==> src/rtl/crc8_pkg.sv <==
// Shared constants and types for the serial CRC-8 receiver and any future transmitter.
package crc8_pkg;

  localparam logic [7:0] CRC8_POLY  = 8'h31;
  localparam logic [7:0] CRC8_INIT  = 8'h00;
  localparam int         GOOD_CNT_W = 4;

  typedef enum logic [1:0] {
    IDLE     = 2'd0,
    SHIFT    = 2'd1,
    WAIT_LOW = 2'd2
  } state_t;

endpackage

==> src/rtl/crc8_serial_lfsr.sv <==
// One-bit CRC-8 update (poly 0x31, MSB-first). Purely combinational so a
// transmitter can reuse it. load_init substitutes the initial value for c,
// which lets the first bit of a frame be folded in on the same edge it arrives.
module crc8_serial_lfsr
  import crc8_pkg::*;
(
  input  logic [7:0] c,
  input  logic       sdata,
  input  logic       load_init,
  output logic [7:0] c_next
);

  logic [7:0] base;
  logic       fb;

  // Single LFSR step: shift left, fold the polynomial in when the feedback bit is set.
  always_comb begin
    base   = load_init ? CRC8_INIT : c;
    fb     = base[7] ^ sdata;
    c_next = {base[6:0], 1'b0} ^ (fb ? CRC8_POLY : 8'h00);
  end

endmodule

==> config.mk <==
export PLATFORM = sky130hd
export DESIGN_NAME = crc8_serial_lfsr
export DESIGN_NICKNAME = d
export VERILOG_FILES = /design/src/rtl/crc8_pkg.sv /design/src/rtl/crc8_serial_lfsr.sv
export SDC_FILE = /design/constraint.sdc
export NUM_CORES = 1
export LEC_CHECK = 0
export CAP_MARGIN = 0
export CELL_PAD_IN_SITES_DETAIL_PLACEMENT = 0
export CELL_PAD_IN_SITES_GLOBAL_PLACEMENT = 1
export CORE_AREA = 4 4 41 43
export DETAILED_ROUTE_END_ITERATION = 8
export DIE_AREA = 0 0 45 47
export PLACE_DENSITY_LB_ADDON = 0.1
export SYNTH_ARGS = -nofsm -noshare
export SYNTH_HDL_FRONTEND = slang
export SYNTH_SLANG_ARGS = --single-unit
==> constraint.sdc <==
create_clock -name vclk -period 1
set_input_delay 0.1 -clock vclk [all_inputs]
set_output_delay 0.1 -clock vclk [all_outputs]
set_load 0.05 [all_outputs]
==> run_1/util_map.png <==
Scale: 8 px per um. 9 x 9 tiles, from black (low) to pale yellow (high), 0 to 100% covered.
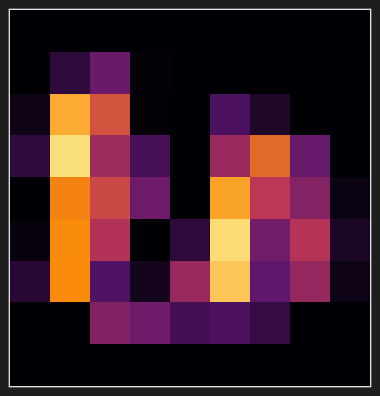
mean over tiles: 20%
fullest tile: 93%
tiles over 75% full: 6.2%
final core utilization: 0.334
CORE AREA: 1300 sq um
Floorplan Utilization: 0.0740

==> run_1/layers.png <==
Scale: 12 px per um. Two of the layers only.
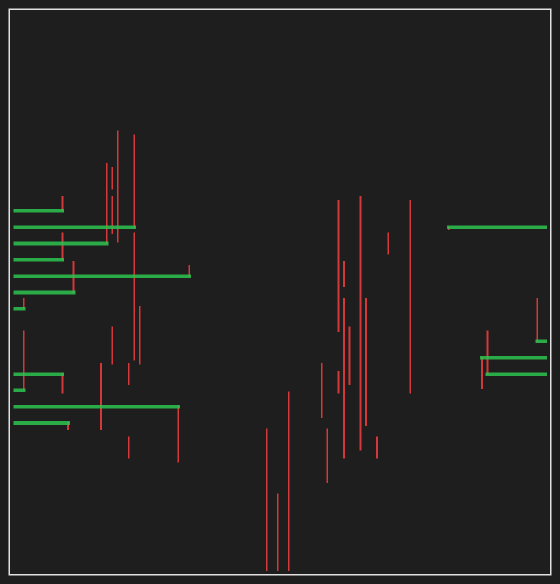
legend:
  green:
    layer: M3
    wire_length: 86.7 um
  red:
    layer: M2
    wire_length: 210 um
total routed wirelength: 400 um
combined global-route utilization of all metal layers: 0.0387

==> run_1/m2.png <==
Scale: 8 px per um. Cells faint in the background.
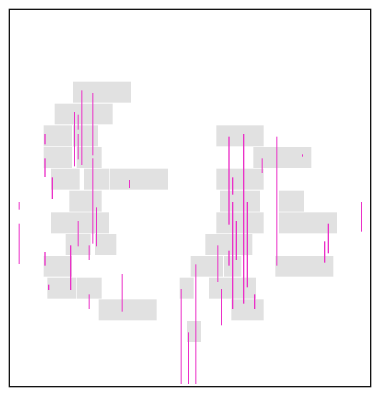
main direction: vertical
longest straight run: 21.1 um
share of all routed wire: 52%
wire length on this layer: 210 um
nets with wire on the layer: 36
met2 demand-to-capacity share in global routing: 0.0763
total vias in the final route: 157

run 1: cell usage after synthesis:
library cell               instances  area, sq um
sky130_fd_sc_hd__buf_4             1         7.51
sky130_fd_sc_hd__nor2b_1           5         31.3
sky130_fd_sc_hd__xor2_1            2         17.5
sky130_fd_sc_hd__nor2_1            2         7.51
sky130_fd_sc_hd__nand2b_1          1         6.26
sky130_fd_sc_hd__xnor2_1           3         26.3
run 1: final cells by class:
class / instances / area share
multi-input combinational: 13 / 0.360
tap: 15 / 0.0432
timing repair buffer: 19 / 0.597
run 1: repair_timing:
action	in CTS	in global routing
hold buffers	0	0
pin swaps	5	1
setup endpoints to repair	8	1
endpoints found under the hold margin	0	0
setup buffers	0	0
resized	29	1
gates cloned	0	0
run 1: power by group:
group	total (W)	leakage (nW)	switching (W)	internal [W]
logic	0.000315	0.185	0.000154	0.000161
registers	0	0	0	0
clock network	0	0	0	0
run 1: per-layer routing:
metal,part of all wire,routed length [um]
met1,0.26,103
met2,0.52,209
met3,0.22,86
met4,0,0
met5,0,0
run 1: worst min path at each step:
stage / slack [ns] / endpoint / cells after the start
final: 0.61 / c_next[0] / 4
after detailed placement: 0.88 / c_next[2] / 3
after CTS: 0.61 / c_next[0] / 4
after global placement: 0.88 / c_next[7] / 3
after floorplan: 0.37 / c_next[1] / 1
after global routing: 0.63 / c_next[0] / 4
run 1: cell families after synthesis:
family                 count (synthesis)
XOR/XNOR                               5
buffers and inverters                  1
AND/OR/NAND/NOR                        8
run 1: per-stage QoR:
step / power, W / cell area [sq um]
after global routing: 0.000326 / 434
after floorplan: 0.000133 / 111
final: 0.000315 / 434
after CTS: 0.000316 / 429
after detailed placement: 0.000296 / 390
after global placement: 0.000294 / 390
==> ds_physical_params.txt, run 1 <==
Table: implementation figures

Parameter                              Value

Logic synthesis
  Compound-Gate Fraction of Synth Area    0
  Yosys stat area    96.3 sq um
  Post-synthesis cell count from yosys    14
  Number of instances in the synthesized netlist    14
  Synthesized area divided by synthesized cell count    6.88 sq um

Worst setup path
  Maximum fanout along the worst path    1
  Crit path max-delay family    buffers and inverters
  Count of cell instances traversed by the critical path    3
  Chain of cells forming the critical path    clkdlybuf4s50_1, nor2b_2, buf_12
  Number of buffers and inverters on the critical path    2

Pwr
  Peak supply drop    0.212 mV

Die
  Top Ports    18
  Die height    47 um
  Die width    45 um

Placed design
  Cells after DPL    47

Layout
  Number of sequential cells    0
  Fill cell count    141
  Number of antenna cells inserted    0
  Most frequent logic cell in the layout    sky130_fd_sc_hd__buf_12

Final timing
  Worst hold slack    0.607 ns
  Highest clock frequency the design can meet    1030 MHz
  Final count of negative-setup-slack endpoints    0

GRT
  Pin count of the biggest net entering global routing    6
  Met3 track utilization from global routing    0.0230

Status
  Result of the run    completed

Worst hold path
  Path class of the lowest-slack min-delay path    in2out
==> inputs of run 2 (changes only) <==
--- a/config.mk
+++ b/config.mk
@@ -6,5 +6,4 @@
 export NUM_CORES = 1
 export LEC_CHECK = 0
-export CAP_MARGIN = 0
 export CELL_PAD_IN_SITES_DETAIL_PLACEMENT = 0
 export CELL_PAD_IN_SITES_GLOBAL_PLACEMENT = 1
==> constraint.sdc (replaced) <==
create_clock -name vclk -period 1
set_input_delay 0.2 -clock vclk [all_inputs]
set_output_delay 0.2 -clock vclk [all_outputs]
set_load 0.05 [all_outputs]
==> ds_physical_params.txt, run 2 <==
Table: implementation figures

Parameter                              Value

Layout
  Fill cell count    129 (-8.5%)
  Number of antenna cells inserted    0 (unchanged)
  Most frequent logic cell in the layout    sky130_fd_sc_hd__buf_12
  Number of sequential cells    0 (unchanged)
  Number of clock buffers in the layout    0
  Total area of multi-input combinational cells    224 sq um

Clock tree
  CTS Hold Bufs    0 (unchanged)

GRT
  Met3 track utilization from global routing    0 (-0.0230)
  Pin count of the biggest net entering global routing    6 (unchanged)
  Wire length of the first global-routing pass    683 um
  Met2 demand-to-capacity share in global routing    0.0819 (+0.00565)

Routing
  Length of routed met3 wiring    37 um (-57%)
  Total vias in the final route    167 (+6.4%)
  Total routed wirelength    447 um (+12%)
  Sum of routed wire segments on met1    151 um (+47%)
  First DRT Iteration DRCs    0
  Met2 WL    258 um (+23%)

Die
  Floorplan Utilization    0.0740 (unchanged)
  Die height    47 um (unchanged)
  Die width    45 um (unchanged)
  Top Ports    18 (unchanged)
  CORE AREA    1300 sq um (unchanged)

Logic synthesis
  Share of the synthesized area in the top cell type    0.325 (unchanged)
  Largest cells by area after synthesis    sky130_fd_sc_hd__nor2b_1 32%, sky130_fd_sc_hd__xnor2_1 27%, sky130_fd_sc_hd__xor2_1 18%, sky130_fd_sc_hd__buf_4 7.8%, sky130_fd_sc_hd__nor2_1 7.8%
  Post-synth top area cell    sky130_fd_sc_hd__nor2b_1
  Post-synthesis cell count from yosys    14 (unchanged)
  Yosys stat area    96.3 sq um (unchanged)
  Number of instances in the synthesized netlist    14 (unchanged)
  Synth top cell by count    sky130_fd_sc_hd__nor2b_1
  Synthesized area divided by synthesized cell count    6.88 sq um (unchanged)
  Compound-Gate Fraction of Synth Area    0 (unchanged)

Final timing
  Final count of negative-setup-slack endpoints    3 (+3)
  Highest clock frequency the design can meet    914 MHz (-11%)
  Final setup margin    -0.0941 ns

Worst hold path
  Min-delay src    sdata
  Number of cells traversed by the worst hold path    3 (-1)
  Capture endpoint of the worst hold path    c_next[0]

Worst setup path
  Maximum fanout along the worst path    1 (unchanged)
  Chain of cells forming the critical path    buf_6, xnor2_4, nor2_4, xor2_4, buf_12
  Crit path max-delay family    XOR/XNOR gates
  Number of buffers and inverters on the critical path    2 (unchanged)

Placed design
  Cells after DPL    50 (+6.4%)
  Quantity of I/O buffers inserted on ports    18
  Estimated wirelength of the detail-placed design    430 um

Status
  Result of the run    complete, but fails checks
  Violated checks    negative setup slack

Pwr
  Peak supply drop    0.263 mV (+24%)
==> run 2: cell counts after synthesis <==
Identical to the previous run, type by type.
==> run 2: where the power goes <==
group	switching [W]	leakage (nW)	internal, W
Combinational	0.000173	0.240	0.000199
Clock	0	0	0
Sequential	0	0	0
==> run 2: worst min-delay path, stage by stage <==
cell and delay (ns):
sky130_fd_sc_hd__buf_2 0.14, sky130_fd_sc_hd__xnor2_2 0.10, sky130_fd_sc_hd__buf_12 0.15
==> run 2: through the flow <==
step	power (W)	area, sq um	hold slack, ns	util
5_1_grt	0.000384	547	0.798	0.420
3_3_place_gp	0.000339	477	1.09	0.366
6_report	0.000372	547	0.784	0.420
3_5_place_dp	0.000344	477	1.09	0.366
4_1_cts	0.000363	526	0.793	0.404
2_1_floorplan	0.000161	175	0.495	-
==> run 2: worst max-delay path by stage <==
stage,from,endpoint,cells past startpoint
finish,c[3],c_next[4],5
global route,c[3],c_next[4],5
CTS,c[7],c_next[4],5
detailed placement,c[7],c_next[4],5
global placement,c[7],c_next[4],5
floorplan,c[3],c_next[4],3
==> run 2: what timing repair did <==
action                                  4_1_cts  5_1_grt
gates resized                                42        3
pin swaps                                     6        2
setup buffers                                 0        0
endpoints found under the setup margin        8        3
hold endpoints to repair                      0        0
==> run 2: kinds of logic after synthesis <==
family	after synthesis
simple gates	8
xor+xnor	5
buf+inv	1
==> run 2: area by class of cell <==
| cell class | instances | share of cell area |
|---|---|---|
| timing repair buffer | 22 | 0.556 |
| tap | 15 | 0.0343 |
| multi-input combinational | 13 | 0.410 |
==> run_2/port_trees.png <==
Scale: 8 px per um.
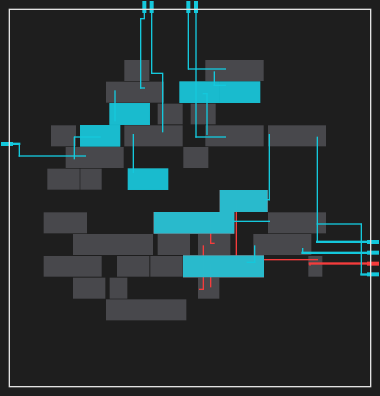
legend:
  red:
    port: sdata
    direction: input
    edge: right
    end_cells: 3
    buffers: 3
    wire: 40.5 um
  cyan:
    port: c_next
    direction: output
    edge: 4 top, 3 right, 1 left
    end_cells: 8
    buffers: 8
    wire: 147 um

==> run_2/layers.png <==
Scale: 12 px per um. Two of the layers only.
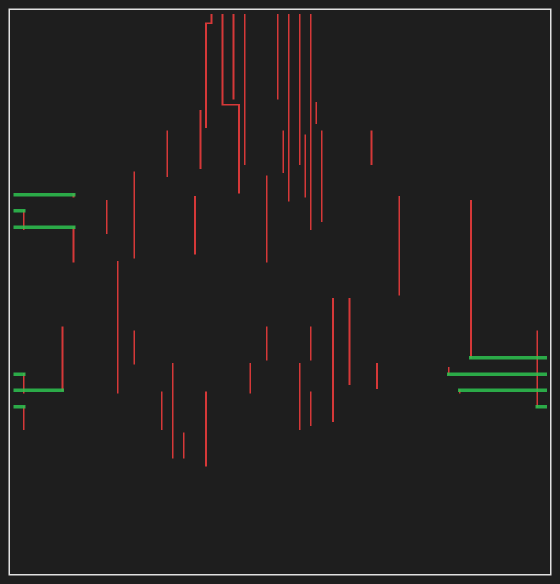
legend:
  red:
    layer: M2
    wire_length: 258 um
  green:
    layer: M3
    wire_length: 37.7 um

==> inputs of run 3 (changes only) <==
- MAX_ROUTING_LAYER: unset -> met4
==> ds_physical_params.txt, run 3 <==
Table: implementation figures

Parameter                              Value

Status
  Result of the run    complete, but fails checks
  Violated checks    negative setup slack

Final timing
  Worst hold slack    0.784 ns (unchanged)
  Highest clock frequency the design can meet    914 MHz (unchanged)
  Final setup margin    -0.0941 ns (unchanged)
  Final count of negative-setup-slack endpoints    3 (unchanged)

Worst setup path
  Crit path max-delay family    XOR/XNOR gates
  Count of cell instances traversed by the critical path    5 (unchanged)
  Critical path endpoint    c_next[4]
  Chain of cells forming the critical path    buf_6, xnor2_4, nor2_4, xor2_4, buf_12
  Number of buffers and inverters on the critical path    2 (unchanged)
  Maximum fanout along the worst path    1 (unchanged)

Pwr
  Fraction of power consumed by the clock network    0 (unchanged)
  Final total power    0.000372 W (unchanged)
  Peak supply drop    0.263 mV (unchanged)
  Power share of the sequential group    0 (unchanged)
  Switching share of power    0.466 (unchanged)

Die
  Floorplan Utilization    0.0740 (unchanged)
  CORE AREA    1300 sq um (unchanged)
  Die height    47 um (unchanged)
  Die width    45 um (unchanged)

Logic synthesis
  Post-synth top area cell    sky130_fd_sc_hd__nor2b_1
  Post-synthesis cell count from yosys    14 (unchanged)
  Share of the synthesized area in the top cell type    0.325 (unchanged)
  Largest cells by area after synthesis    sky130_fd_sc_hd__nor2b_1 32%, sky130_fd_sc_hd__xnor2_1 27%, sky130_fd_sc_hd__xor2_1 18%, sky130_fd_sc_hd__buf_4 7.8%, sky130_fd_sc_hd__nor2_1 7.8%
  Yosys stat area    96.3 sq um (unchanged)
  Compound-Gate Fraction of Synth Area    0 (unchanged)

GRT
  Wire length of the first global-routing pass    683 um (unchanged)
  Pin count of the biggest net entering global routing    6 (unchanged)

Routing
  Total vias in the final route    167 (unchanged)
  First DRT Iteration DRCs    0 (unchanged)

Layout
  Number of antenna cells inserted    0 (unchanged)
  Most frequent logic cell in the layout    sky130_fd_sc_hd__buf_12
  Final core utilization    0.420 (unchanged)
  Number of sequential cells    0 (unchanged)
  Number of clock buffers in the layout    0 (unchanged)

Placed design
  Quantity of I/O buffers inserted on ports    18 (unchanged)

Clock tree
  CTS Hold Bufs    0 (unchanged)
  Post-CTS setup-driven buffer insertion count    0 (unchanged)
==> run 3: cell counts after synthesis <==
Identical to the previous run, type by type.
==> run 3: logic make-up after synthesis <==
kind of cell  Yosys count
simple gates            8
xor+xnor                5
buf+inv                 1
==> run 3: worst min path at each step <==
| stage | cells after the start | endpoint | slack [ns] | startpoint |
|---|---|---|---|---|
| final | 3 | c_next[0] | 0.78 | sdata |
| after global routing | 3 | c_next[0] | 0.80 | sdata |
| after CTS | 3 | c_next[0] | 0.79 | sdata |
| after detailed placement | 3 | c_next[1] | 1.09 | c[0] |
| after global placement | 3 | c_next[1] | 1.09 | c[0] |
| after floorplan | 1 | c_next[1] | 0.50 | load_init |
==> run 3: routing by layer <==
layer  track usage  part of all wire
met2        0.0819              0.58
met3             0             0.083
met5             -                 0
met1        0.0499              0.34
met4             0                 0
==> run 3: per-stage QoR <==
stage | setup slack, ns | cells | cell area, sq um | setup TNS (ns)
after global routing | -0.126 | 50 | 547 | -0.321
final | -0.0941 | 50 | 547 | -0.217
after floorplan | -0.0685 | 14 | 175 | -0.108
after global placement | -0.675 | 50 | 477 | -3.66
after CTS | -0.171 | 50 | 526 | -0.327
after detailed placement | -0.684 | 50 | 477 | -3.82
==> run 3: power groups by stage <==
stage,Sequential [W],Combinational (W),Clock [W]
2_1_floorplan,0,0.000161,0
3_3_place_gp,0,0.000339,0
3_5_place_dp,0,0.000344,0
4_1_cts,0,0.000363,0
5_1_grt,0,0.000384,0
6_report,0,0.000372,0
==> run 3: what timing repair did <==
action | CTS | global route
endpoints found under the setup margin | 8 | 3
pin swaps | 6 | 2
gates resized | 42 | 3
==> run 3: cell type report <==
class              count  area, sq um  share of cell area
multi-input cells     13          224               0.410
well taps             15         18.8              0.0343
repair buffers        22          304               0.556
==> run_3/m2.png <==
Scale: 8 px per um. Cells faint in the background.
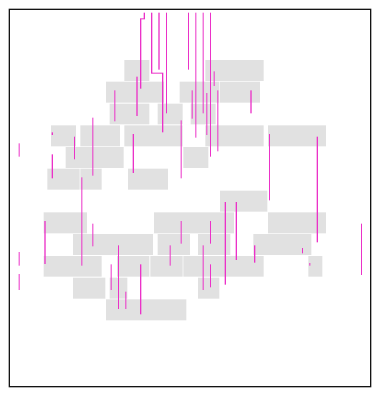
wire length on this layer: 258 um
longest straight run: 17.8 um
nets with wire on the layer: 41

==> run_3/layers.png <==
Scale: 12 px per um. Two of the layers only.
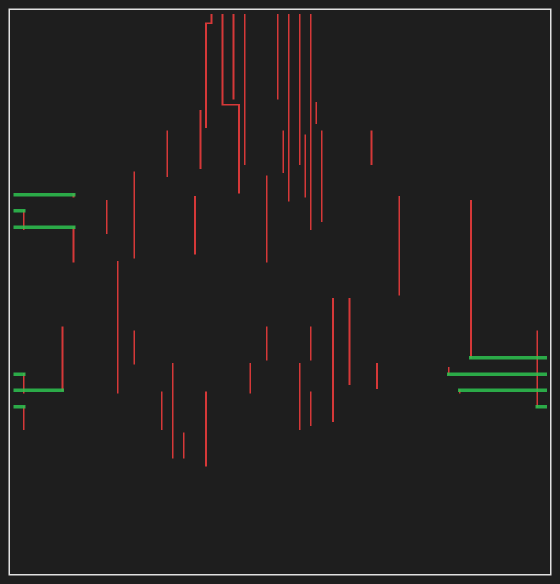
legend:
  green:
    layer: M3
    wire_length: 37.7 um
  red:
    layer: M2
    wire_length: 258 um
routed len/inst: 8.94 um
combined global-route utilization of all metal layers: 0.0416
total routed wirelength: 447 um

Power is estimated from default activity; no workload was simulated.
